Design smm_result_drain, sky130hd; sources not shown.
Signal wires on met1:
The bar under the picture is 50 µm long. Supply wires on this layer in grey.
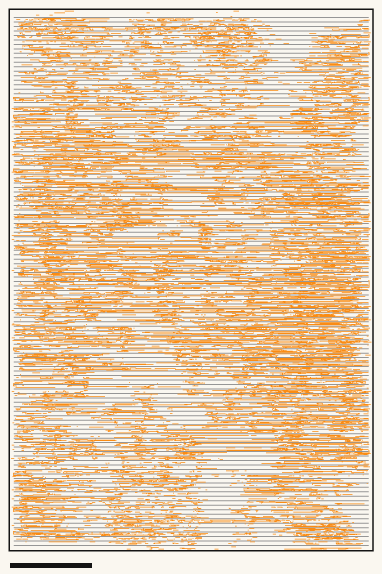
wire length on this layer: 42.8 mm
main direction: horizontal
longest straight run: 115 µm
routing usage on met1: 35.0%
wirelength, routed: 112000 µm

Met2 routing:
The bar under the picture is 50 µm long.
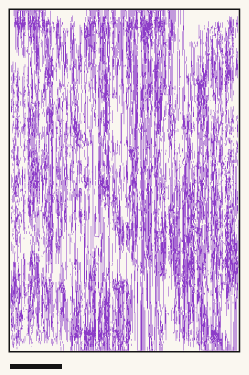
nets with wire on the layer: 3545
longest straight run: 110 µm
main direction: vertical
wire length on this layer: 56.9 mm
met2 global-route usage: 54.0%
via count: 24600

Signal wires on met3:
Cells faint in the background.
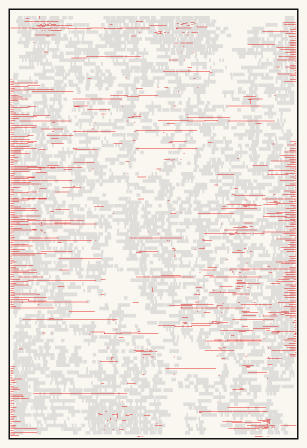
wire length on this layer: 5910 µm
share of all routed wire: 5.3%
longest straight run: 72.9 µm
met3 Use GR: 4.84%

Signal wires on met4:
The bar under the picture is 50 µm long. Supply wires on this layer in grey.
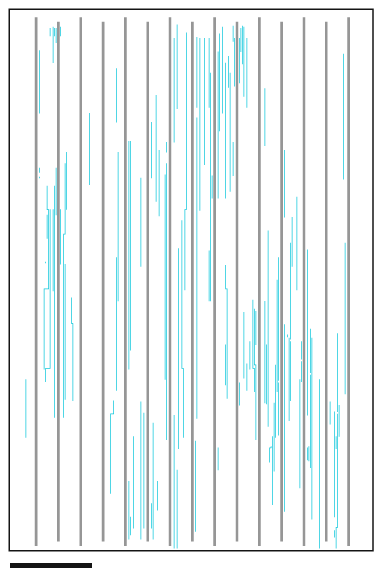
wire length on this layer: 6520 µm
share of all routed wire: 5.8%
nets with wire on the layer: 97
longest straight run: 183 µm
main direction: vertical

Routing congestion map:
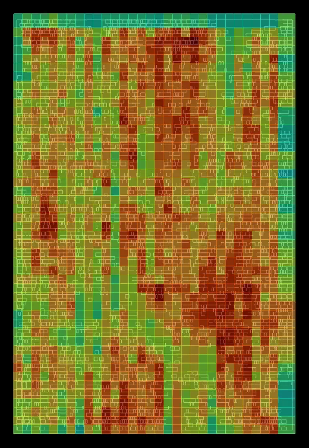
average wire length per cell after detail routing: 24.5 µm
total track usage: 30.4%
global-route layer with the greatest usage: met2
share of the core filled with cells in the final layout: 53.0%

==> design notes <==
Yosys mapped the design onto 44 distinct sky130hd cell types. With the total of hold buffers inserted after clock tree synthesis at 515, the weighted congestion at the end of routability-driven global placement is 0.896. With the peak supply drop at 0.754 mV, the netlist area before placement is 0.0259 mm². Clock slew at the register clock pins of the worst setup and hold paths: 70 ps. The worst hold path belongs to the class primary input to async pin. Yosys reported a register bit count of 523. According to the floorplan report, the die height is 328 µm.

The leakage dissipation was 0.0165 µW; the I/O pin count was 557. Dividing the synthesized area by the synthesized cell count gives 8.61 µm². The number of global-route vias before repair came out at 25400. The effective utilization at floorplan was 37.5%. For the largest net degree at the start of global routing, the log shows 524. Setup repair after global routing could not meet its margin everywhere. The kind of start point of the critical path was a flop. By area the synthesized netlist is led by dfrtp_1, nand2_1, mux2i_1. The global-route wire length before repair was 162000 µm; the cell count in the Yosys report was 3014. The run finished, with violations left. During synthesis, Yosys emitted a total of 6 warnings. The peak clock frequency supported by timing came out at 0.318 GHz. The final hold violation count recorded for this run is 523.

Yosys mapped a number of flops with a built-in enable equal to 0. According to the floorplan report, the die width is 220 µm. With the area overhead of the layout relative to synthesis at 41.4%, the worst path buffer plus inverter count is 5. Slowest cell on the critical path: dfrtp_4.

The critical path goes through buf_12 > mux2i_4 > buf_12 > buf_12 > buf_6 > o2111ai_4 > nand4_1 > o211ai_1 > buf_4. The final worst setup slack was -1060 ps. Sum of net half-perimeters after detailed placement: 80700 µm.

Clock tree synthesis selected as its root buffer the cell clkbuf_16. On the worst path, the slowest cell contributes a delay of 550 ps. Sort of element at the end of the critical path: an output port. Of the total power, registers draw 34.7%. Per the OpenROAD power report, switching power amounts to 22400 µW. Site row count: 118. Max-slew violation total from the final report: 396. Using the TritonRoute via totals, the vias-per-cell ratio works out to 5.37. Cell count of the worst reg-to-reg path: 11. Broken down by cell family, the worst path's largest delay share belongs to buffers and inverters. The cell type that accounts for the most area after synthesis is dfrtp_1. The clock reaches the later pin of the worst-skew pair after 630 ps. The run gives 0 as the number of maximum-capacitance constraint violations.

The cell count after synthesis came out at 3014. Worst hold slack: -820 ps. The maximum level of the CTS H-tree came out at 2. The run gives 27 for the number of buffers inserted to repair setup after CTS. Power per standard cell area: 1480 mW/mm². Per the finish-stage timing summary, setup violations number 42.

On the critical path the data arrives at 2830 ps. The cell with the most instances on the worst path was buf_12. The checks that failed: hold timing, slew limit, setup timing. The slack of the worst reg-to-reg path is -440 ps. The number of flip-flops in the largest register was 512. The net count of the finished layout is 4144. After detailed routing, the number of remaining DRC violations is 0. The top-area cell type share of the netlist area came out at 50.5%. The setup path with the least slack is of type flop to output port.

According to the Yosys statistics, the synthesized design has a chip area of 0.0259 mm². The core region is 0.0692 mm². The run gives 523 for the count of clock tree sinks. For this run, the leading register cell type out of synthesis is dfrtp_1. Once the clock tree was built, the resizer swapped 96 gates to a different size. TritonCTS built the clock tree. The internal power summed over all cells is 32100 µW, and the highest fanout seen on the critical path is 8. The tools report the DRC violation total after the first TritonRoute iteration as 1942.

The final report gives the standard cell area, fillers excluded, as 0.0367 mm². The pin slew with the least headroom to its limit came out at 3290 ps. The share of total power dissipated in combinational logic is 46.3%. Sequential elements use 50.5% of the synthesized area.

In this run, the clock network consumes 19.0% of the power. The tools report the number of buffers created by CTS as 55. Counting buffers and inverters, the worst setup path is 9 cells deep.

The summed negative setup slack over all endpoints was -34020 ps.
-- power groups by stage --
| stage | clock network [µW] | logic (µW) | registers (µW) |
|---|---|---|---|
| floorplan | 0 | 14600 | 17300 |
| CTS | 10600 | 24300 | 18800 |
| global route | 11000 | 27500 | 19300 |
| detailed placement | 0 | 22000 | 19000 |
| finish | 10400 | 25200 | 18900 |
| global placement | 0 | 21600 | 18900 |
-- metrics by stage --
stage	setup WS, ps	std cells	hold slack [ps]	util, %	total power (µW)
floorplan	-35.0	3016	-188	-	31900
global placement	-425	3899	-166	40.9	40500
detailed placement	-443	3899	-165	40.9	40900
CTS	-1040	4543	-850	52.2	53700
global route	-1130	4575	-838	53.0	57800
finish	-1060	4579	-820	53.0	54500
-- synth_stat cells (3+ instances only) --
cell,instances
buf_1,12
or4b_1,3
dfrtp_1,523
o22a_1,62
clkbuf_1,90
nand4_1,32
inv_1,131
ha_1,3
nor2b_1,3
nand2_1,1299
nand3b_1,126
mux2i_1,130
a21oi_1,4
nand3_1,3
buf_4,11
a211o_1,3
o21ai_0,127
o2111ai_1,125
buf_2,128
a22oi_1,62
o211ai_1,94
nand2b_1,4
nor2_1,8
buf_6,5
-- cell families after synthesis --
| kind of cell | Yosys count | synth area share [%] |
|---|---|---|
| AND-OR/OR-AND | 484 | 13.7 |
| XOR/XNOR | 3 | 0.101 |
| adder cells (fa/ha/maj) | 3 | 0.145 |
| buffers and inverters | 378 | 6.39 |
| flip-flops | 523 | 50.5 |
| multiplexers | 134 | 5.26 |
| other | 1 | 0.0145 |
| AND/OR/NAND/NOR | 1488 | 24.0 |
-- worst register-to-register path, cell delays in order (launching register included) --
cell	delay, ps
dfrtp_4	550
buf_8	170
buf_12	140
buf_6	110
buf_6	110
xor2_2	140
buf_4	130
nand4_1	110
a211o_1	210
inv_2	80
or4b_4	510
o311ai_4	70
-- layout make-up --
| class | count | area (µm²) |
|---|---|---|
| multi-input cells | 2115 | 11800 |
| repair buffers | 797 | 8290 |
| inverters | 132 | 503 |
| clock inverters | 24 | 310 |
| clock buffers | 74 | 1520 |
| well taps | 900 | 1130 |
| flip-flops and latches | 523 | 13100 |
| diodes | 14 | 35.0 |
| fillers | 6299 | 32600 |
-- metal layers --
metal / wire length [µm] / part of all wire [%] / global-route usage, % / vias to the layer above
met5: 64 / 0.057 / 0 / -
met4: 6520 / 5.8 / 15.5 / 10
met3: 5910 / 5.3 / 4.84 / 263
met2: 56900 / 51 / 54.0 / 897
met1: 42800 / 38 / 35.0 / 12100
li1: - / - / - / 11300
-- layout by cell type (no fill, tap or decap), types with 3 or more instances in the layout --
cell	count
nand3b_1	126
clkbuf_1	12
mux2i_1	129
a211o_1	3
clkinvlp_4	3
buf_4	180
o211ai_1	94
o2111ai_4	8
buf_16	6
nor2_1	4
clkbuf_16	58
diode_2	14
o2111ai_2	47
inv_1	129
nand2_2	3
conb_1	3
clkbuf_8	7
nor2_4	3
nand4_1	32
nand3_1	3
clkinv_2	12
dfrtp_1	519
buf_12	56
dlygate4sd3_1	515
dfrtp_4	4
buf_6	34
a21oi_1	4
o22a_1	62
bufinv_16	7
a22oi_1	58
o2111ai_1	70
o21ai_0	126
a22oi_2	4
nand2_1	1295
Power and IR drop assume default switching activity.
